**Sequential cells coloured by netlist name**

Bar = 50 um. Other sequential cells in the stronger grey, the rest of the logic in the fainter grey.
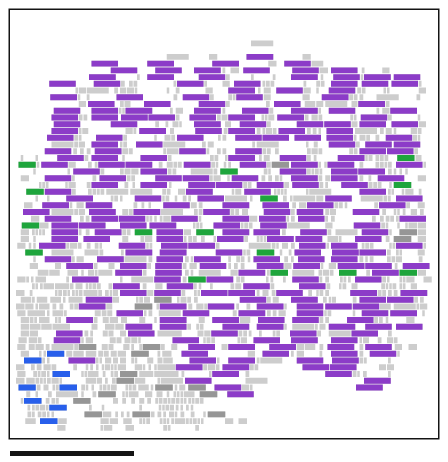
**Placement by cell class**

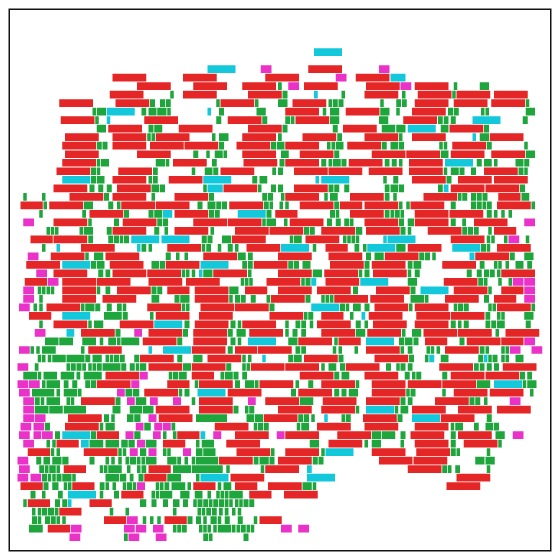
**Track usage over the die**

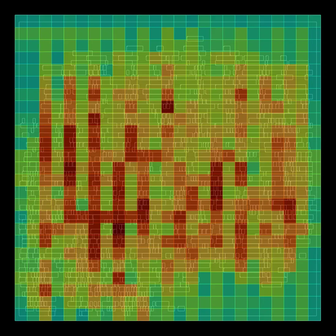
**Metal layers overlaid**

Bar = 50 um.
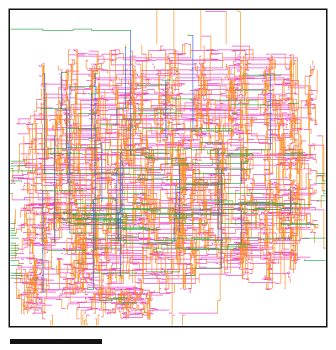
**Wiring heat map**

Bar = 50 um. 35 x 35 tiles, from dark blue (low) to red (high), scaled to the fullest tile. Values are wire area over tile area, all layers added.
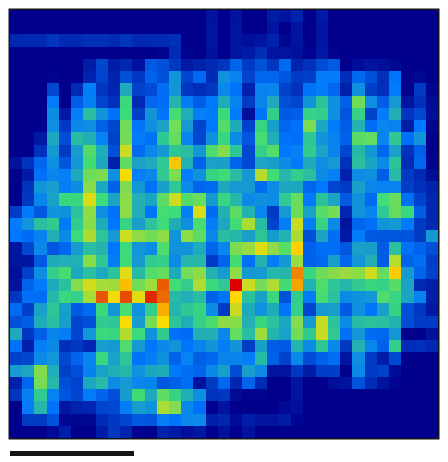
File: src/rtl/plot_pixel_buffer.sv
// Clips drawer pixels to the screen, queues them in a FIFO and drains them to the
// framebuffer over valid/ready. Optional full-screen clear is enabled by PLOT_CLEAR_EN.
module plot_pixel_buffer #(
    parameter int DEPTH = 16,
    parameter int SCR_W = 160,
    parameter int SCR_H = 120
) (
    input  logic        clk,
    input  logic        rstn,
    input  logic [7:0]  vga_x,
    input  logic [6:0]  vga_y,
    input  logic [2:0]  vga_colour,
    input  logic        vga_plot,
    output logic [14:0] fb_addr,
    output logic [2:0]  fb_colour,
    output logic        fb_we,
    input  logic        fb_ready,
    output logic        full,
    output logic        empty,
    output logic        overflow,
    output logic [7:0]  drop_cnt,
`ifdef PLOT_CLEAR_EN
    input  logic        clear,
    input  logic [2:0]  clear_colour,
`endif
    output logic        busy
);

    localparam int AW = (DEPTH > 1) ? $clog2(DEPTH) : 1;
    localparam int CW = AW + 1;
    localparam logic [CW-1:0] FULL_CNT = CW'(DEPTH);
    localparam logic [7:0]    X_LIM    = 8'(SCR_W);
    localparam logic [6:0]    Y_LIM    = 7'(SCR_H);

    typedef enum logic [1:0] {S_IDLE, S_DRAIN, S_CLEAR} state_t;

    logic [17:0]   r_mem [DEPTH];
    logic [AW-1:0] r_wr_ptr, r_rd_ptr, w_rd_idx;
    logic [CW-1:0] r_count, w_count_nxt, w_avail;
    logic          w_in_range, w_push_try, w_push, w_pop, w_lost;
    logic [14:0]   w_addr;
    state_t        r_state, w_state_nxt;
    logic          r_fb_we, r_ovf;
    logic [14:0]   r_fb_addr;
    logic [2:0]    r_fb_colour;
    logic [7:0]    r_drop;
    logic          w_clr_start, w_clr_done;
    logic [2:0]    w_clr_colour;

    assign w_in_range = (vga_x < X_LIM) && (vga_y < Y_LIM);
    assign w_push_try = vga_plot && w_in_range;
    assign w_pop      = r_fb_we && fb_ready && (r_state != S_CLEAR);
    // A full FIFO still takes a pixel when its head leaves on the same edge.
    assign w_push     = w_push_try && ((r_count != FULL_CNT) || w_pop);
    assign w_lost     = vga_plot && !w_push;
    assign w_addr     = ({8'b0, vga_y} << 7) + ({8'b0, vga_y} << 5) + {7'b0, vga_x};

    // Entries already resident in memory after this edge's pop; a same-edge push is not readable yet.
    assign w_avail  = r_count - CW'(w_pop);
    assign w_rd_idx = w_pop ? r_rd_ptr + 1'b1 : r_rd_ptr;

    always_comb begin
        w_count_nxt = r_count;
        case ({w_push, w_pop})
            2'b10:   w_count_nxt = r_count + 1'b1;
            2'b01:   w_count_nxt = r_count - 1'b1;
            default: w_count_nxt = r_count;
        endcase
    end

`ifdef PLOT_CLEAR_EN
    localparam logic [14:0] LAST_ADDR = 15'(SCR_W * SCR_H - 1);
    logic r_clr_pend;

    assign w_clr_start  = (r_state == S_IDLE) && (clear || r_clr_pend);
    assign w_clr_done   = (r_state == S_CLEAR) && fb_ready && (r_fb_addr == LAST_ADDR);
    assign w_clr_colour = clear_colour;

    always_ff @(posedge clk) begin
        if (rstn)
            r_clr_pend <= 1'b0;
        else if (r_state == S_DRAIN && clear)
            r_clr_pend <= 1'b1;
        else if (w_clr_start)
            r_clr_pend <= 1'b0;
    end
`else
    assign w_clr_start  = 1'b0;
    assign w_clr_done   = 1'b0;
    assign w_clr_colour = 3'b000;
`endif

    always_comb begin
        w_state_nxt = r_state;
        case (r_state)
            S_IDLE:  if (w_clr_start) w_state_nxt = S_CLEAR;
                     else if (w_count_nxt != '0) w_state_nxt = S_DRAIN;
            S_DRAIN: if (w_count_nxt == '0) w_state_nxt = S_IDLE;
            S_CLEAR: if (w_clr_done) w_state_nxt = (w_count_nxt != '0) ? S_DRAIN : S_IDLE;
            default: w_state_nxt = S_IDLE;
        endcase
    end

    always_ff @(posedge clk) begin
        if (rstn) r_state <= S_IDLE;
        else      r_state <= w_state_nxt;
    end

    always_ff @(posedge clk) begin
        if (!rstn && w_push)
            r_mem[r_wr_ptr] <= {w_addr, vga_colour};
    end

    always_ff @(posedge clk) begin
        if (rstn) begin
            r_wr_ptr <= '0;
            r_rd_ptr <= '0;
            r_count  <= '0;
            r_ovf    <= 1'b0;
            r_drop   <= 8'd0;
        end else begin
            if (w_push) r_wr_ptr <= r_wr_ptr + 1'b1;
            if (w_pop)  r_rd_ptr <= r_rd_ptr + 1'b1;
            r_count <= w_count_nxt;
            if (w_push_try && !w_push) r_ovf <= 1'b1;
            if (w_lost && r_drop != 8'hFF) r_drop <= r_drop + 8'd1;
        end
    end

    // Output stage: the clear sweep reuses r_fb_addr as its address counter.
    always_ff @(posedge clk) begin
        if (rstn) begin
            r_fb_we     <= 1'b0;
            r_fb_addr   <= 15'd0;
            r_fb_colour <= 3'd0;
        end else if (w_clr_start) begin
            r_fb_we     <= 1'b1;
            r_fb_addr   <= 15'd0;
            r_fb_colour <= w_clr_colour;
        end else if (r_state == S_CLEAR && !w_clr_done) begin
            if (fb_ready) r_fb_addr <= r_fb_addr + 15'd1;
        end else if (r_fb_we && !fb_ready) begin
            r_fb_we <= 1'b1;
        end else if (w_avail != '0) begin
            r_fb_we                  <= 1'b1;
            {r_fb_addr, r_fb_colour} <= r_mem[w_rd_idx];
        end else begin
            r_fb_we <= 1'b0;
        end
    end

    assign fb_we     = r_fb_we;
    assign fb_addr   = r_fb_addr;
    assign fb_colour = r_fb_colour;
    assign full      = (r_count == FULL_CNT);
    assign empty     = (r_count == '0);
    assign overflow  = r_ovf;
    assign drop_cnt  = r_drop;
    assign busy      = (r_count != '0) || (r_state == S_CLEAR);

endmodule

File: config.mk
export PLATFORM = sky130hd
export DESIGN_NAME = plot_pixel_buffer
export DESIGN_NICKNAME = d
export VERILOG_FILES = /design/src/rtl/plot_pixel_buffer.sv
export SDC_FILE = /design/constraint.sdc
export NUM_CORES = 1
export LEC_CHECK = 0
export ABC_AREA = 1
export CAP_MARGIN = 25
export CORE_MARGIN = 2
export CORE_UTILIZATION = 50
export CTS_CLUSTER_SIZE = 40
export DETAILED_ROUTE_END_ITERATION = 7
export PLACE_DENSITY = 0.72
export SLEW_MARGIN = 25
export SYNTH_ARGS = -nofsm -noshare
export SYNTH_HDL_FRONTEND = slang
export SYNTH_SLANG_ARGS = --single-unit
export TNS_END_PERCENT = 50
File: constraint.sdc
create_clock -name clk -period 8 [get_ports clk]
set_input_delay 0.8 -clock clk [delete_from_list [all_inputs] [get_ports clk]]
set_output_delay 0.8 -clock clk [all_outputs]
set_load 0.05 [all_outputs]
==> impl_metrics.tcl <==
# metrics dict for downstream scripts
set metrics [dict create \
    cts-buffers-inserted 34 \
    synth-simple-area-share_pct 8.96 \
    path_delay_family "buffers and inverters" \
    edf_count 288 \
    worst_pin_slew_ns 1.04 \
    ys_chip_area_um2 14200 \
    num_io_pins 53 \
    worst_ep_arrival_time_ns 4.01 \
    ys_types 40 \
    drtIter0Drc 955 \
    antenna_found_initial 0 \
    clkPwrFrac_pct 34.2 \
    p_leak_nw 5.83 \
    cp_slowest_cell "buf_4" \
    p_switching_mw 1.21 \
    power.total_mw 4.23 \
    yosysWarningCount 0 \
    overflow 0 \
    warning_count 31 \
    combPwrFrac_pct 18.5 \
    slew_violations 0 \
    slew_headroom_pct 30.3 \
    synthAdderAreaFrac_pct 2.22 \
    max_freq_ghz 0.281 \
    cts_setup_buffers 0 \
    lay_top_cells "edfxtp_1, inv_1, o21ai_0" \
    fp.dieH_um 173 \
    routed_wl_um 30800 \
    fin_hold_ws_ns 0.456 \
    synthArstFlopShare_pct 0 \
    synth_area_um2 14200 \
    grt_usage_pct 20.7 \
    reg2regPathDepth 11 \
    crit_buf_inv 4 \
    nFillCells 2227 \
    seq_power_share_pct 47.3 \
    ir_drop_mv 0.178 \
    fp_nets 1254 \
    cellInternalPower_mw 3.02 \
    clock_skew_ns 0.0119 \
    clkTransAtPathRegs_ns 0.06 \
    grt_first_pass_wirelength_um 47900 \
    fin_util_pct 57.7 \
    cap_violations 0 \
    largest_area_cell "edfxtp_1" \
    dpl.hpwl_um 16200 \
    clock_sinks 329 \
    gp_congestion 0.769 \
    synth_area_per_cell_um2 11.8 \
    aoi_share_pct 14.0 \
    min_path_cells 2 \
    fin_area_um2 16100 \
    crit_type "in -> reg" \
    rows 61 \
    cts_root_buf "clkbuf_16" \
    synthCells 1208 \
    ys_ff 329 \
    end_kind "flop" \
    critical_path.max_fanout 81 \
    numPortBuffers 52 \
    swShare_pct 28.6 \
    fin_crit_sh_pct 44.6 \
    critPathLaunchType "input port" \
    topCellsByArea "edfxtp_1, dfxtp_1, o21ai_0" \
    min_period_ns 3.56 \
    diodes 0 \
    routed_via_density 5.48 \
    area_growth_pct 13.1 \
    cts_htree_levels 2 \
    dieArea_um2 29800 \
    path_depth 12 \
    antenna_left 0 \
    finalSetupViolCount 0 \
    top_logic_kind "AND-OR/OR-AND gates" \
    outcome "finished, final reports clean" \
    dpl_cell_area_um2 15000 \
    crit_required_ns 8.45 \
    vias 9093 \
    ys_seq_share_pct 66.6 \
    synth-main-ff-cell "edfxtp_1" \
    xor_area_share_pct 0.810 \
    synth.top_cell.area_share_pct 60.9 \
    drive_above_1_share_pct 12.2 \
    worstSkewPairLatency_ns 0.51 \
    holdBufCountCts 0 \
    mux_share_pct 0 \
    ctsResizeCount 0 \
    power_density_nw_per_um2 263 \
    cts.path.max_buffers 3 \
    yosys_cells 1208 \
    fp_util_pct 51.0 \
    die_w_um 173 \
    rsz0062_at_grt "no" \
    cts_tree "done" \
    core-area_um2 27900 \
    hold_violations 0 \
    slowest_delay_ns 0.86 \
    grt_pass1_vias 8782 \
    drc 0 \
    nNetsFinal 1301 \
    grt_max_degree 144 \
    first_pass_iters 5 \
    lay_top_count "edfxtp_1" \
    fin_tns_setup_ns 0 \
    cp_cell_sequence "clkdlybuf4s50_1, nand2_4, nand2_1, o21ai_4, buf_4, buf_4, o21ai_0, o211ai_1, nand3_1, nand3_1, nand2_1, inv_1" \
    hp-class "reg -> reg" \
]
Notes on 'sequential cells coloured by netlist name' above:
r_mem: shown in purple, flops 288. fb_addr: shown in green, flops 15. drop_cnt: shown in blue, flops 8, where lower left.
Another 18 sequential cells are not coloured.

Notes on 'placement by cell class' above:
all other logic: shown in green, cells 816, share of their area 28%. flip-flops: shown in red, cells 329, share of their area 61%. clock drivers and dummy loads: shown in cyan, cells 61, share of their area 6.5%. other buffers and delay cells: shown in magenta, cells 74, share of their area 4.4%.

Notes on 'track usage over the die' above:
wire length per cell: 18.6 um
grt met3 use: 4.35%

Notes on 'metal layers overlaid' above:
met4: shown in blue, wire length 1,100 um. met1: shown in magenta, wire length 13,100 um. met2: shown in orange, wire length 14,200 um. met3: shown in green, wire length 2,380 um.

Notes on 'wiring heat map' above:
19% of the tiles are nearly empty. The emptiest ninth of the die: upper left. The mean over all tiles is 0.17. The densest ninth of the die: centre.

metrics by stage:
stage	setup slack (ns)	instances
floorplan	4.50	1208
CTS	4.21	1658
finish	4.44	1658
global route	4.16	1658
detailed placement	3.75	1597
global placement	3.88	1597
metal layers:
metal / wire (um) / global-route usage [%]
met1: 13100 / 28.0
met2: 14200 / 32.6
met3: 2380 / 4.35
met4: 1100 / 8.58
met5: 0 / 0
cells by family (layout without fill, tap and decap cells):
| group | count (synthesis) | after routing |
|---|---|---|
| compound gates | 326 | 326 |
| fa+ha+maj | 24 | 24 |
| buf+inv | 224 | 296 |
| simple gates | 294 | 294 |
| xor+xnor | 11 | 11 |
| flops | 329 | 329 |
layout make-up:
type | instances | area [um2] | area share, %
Multi-Input combinational cell | 655 | 3820 | 23.8
Clock inverter | 13 | 68.8 | 0.428
Timing Repair Buffer | 74 | 686 | 4.27
Clock buffer | 48 | 945 | 5.88
Inverter | 161 | 614 | 3.82
Tap cell | 378 | 473 | 2.94
Sequential cell | 329 | 9470 | 58.9
worst paths after layout:
check	from	to	slack [ns]
setup / recovery	fb_ready	fb_addr[2]$_SDFFE_PP0P_	4.44
hold / removal	drop_cnt[4]$_SDFFE_PP0P_	drop_cnt[4]$_SDFFE_PP0P_	0.46
setup reg to reg	r_rd_ptr[0]$_SDFF_PP0_	fb_addr[2]$_SDFFE_PP0P_	4.69
hold reg to reg	drop_cnt[4]$_SDFFE_PP0P_	drop_cnt[4]$_SDFFE_PP0P_	0.46
Yosys cell counts (6+ instances only):
master	number
xor2_1	8
o21ai_0	121
nor3_1	6
ha_1	22
nand3_1	88
nor2_1	123
nand2_1	64
buf_4	9
edfxtp_1	288
o211ai_1	49
a21oi_1	43
dfxtp_1	41
clkbuf_1	17
buf_2	26
inv_1	156
o21ai_1	54
a21oi_2	44
flip-flops by register name, summed over array words and instances (netlist names):
signal / count
drop_cnt: 8
fb_addr: 15
fb_colour: 3
fb_we: 1
overflow: 1
r_count: 5
r_mem: 288
r_rd_ptr: 4
r_wr_ptr: 4
power by group through the flow:
stage                     combinational (mW)  clock, mW  sequential, mW
final                                  0.783       1.44            2.00
after global routing                   0.865       1.53            2.00
after CTS                              0.783       1.47            2.00
after detailed placement               0.779          0            2.04
after global placement                 0.762          0            2.04
after floorplan                        0.493          0            2.13
tightest hold or removal path, cell delays in order, from the launching register on:
cell,delay (ns)
dfxtp_1,0.31
inv_1,0.05
a21oi_1,0.05
Power and IR drop assume default switching activity.
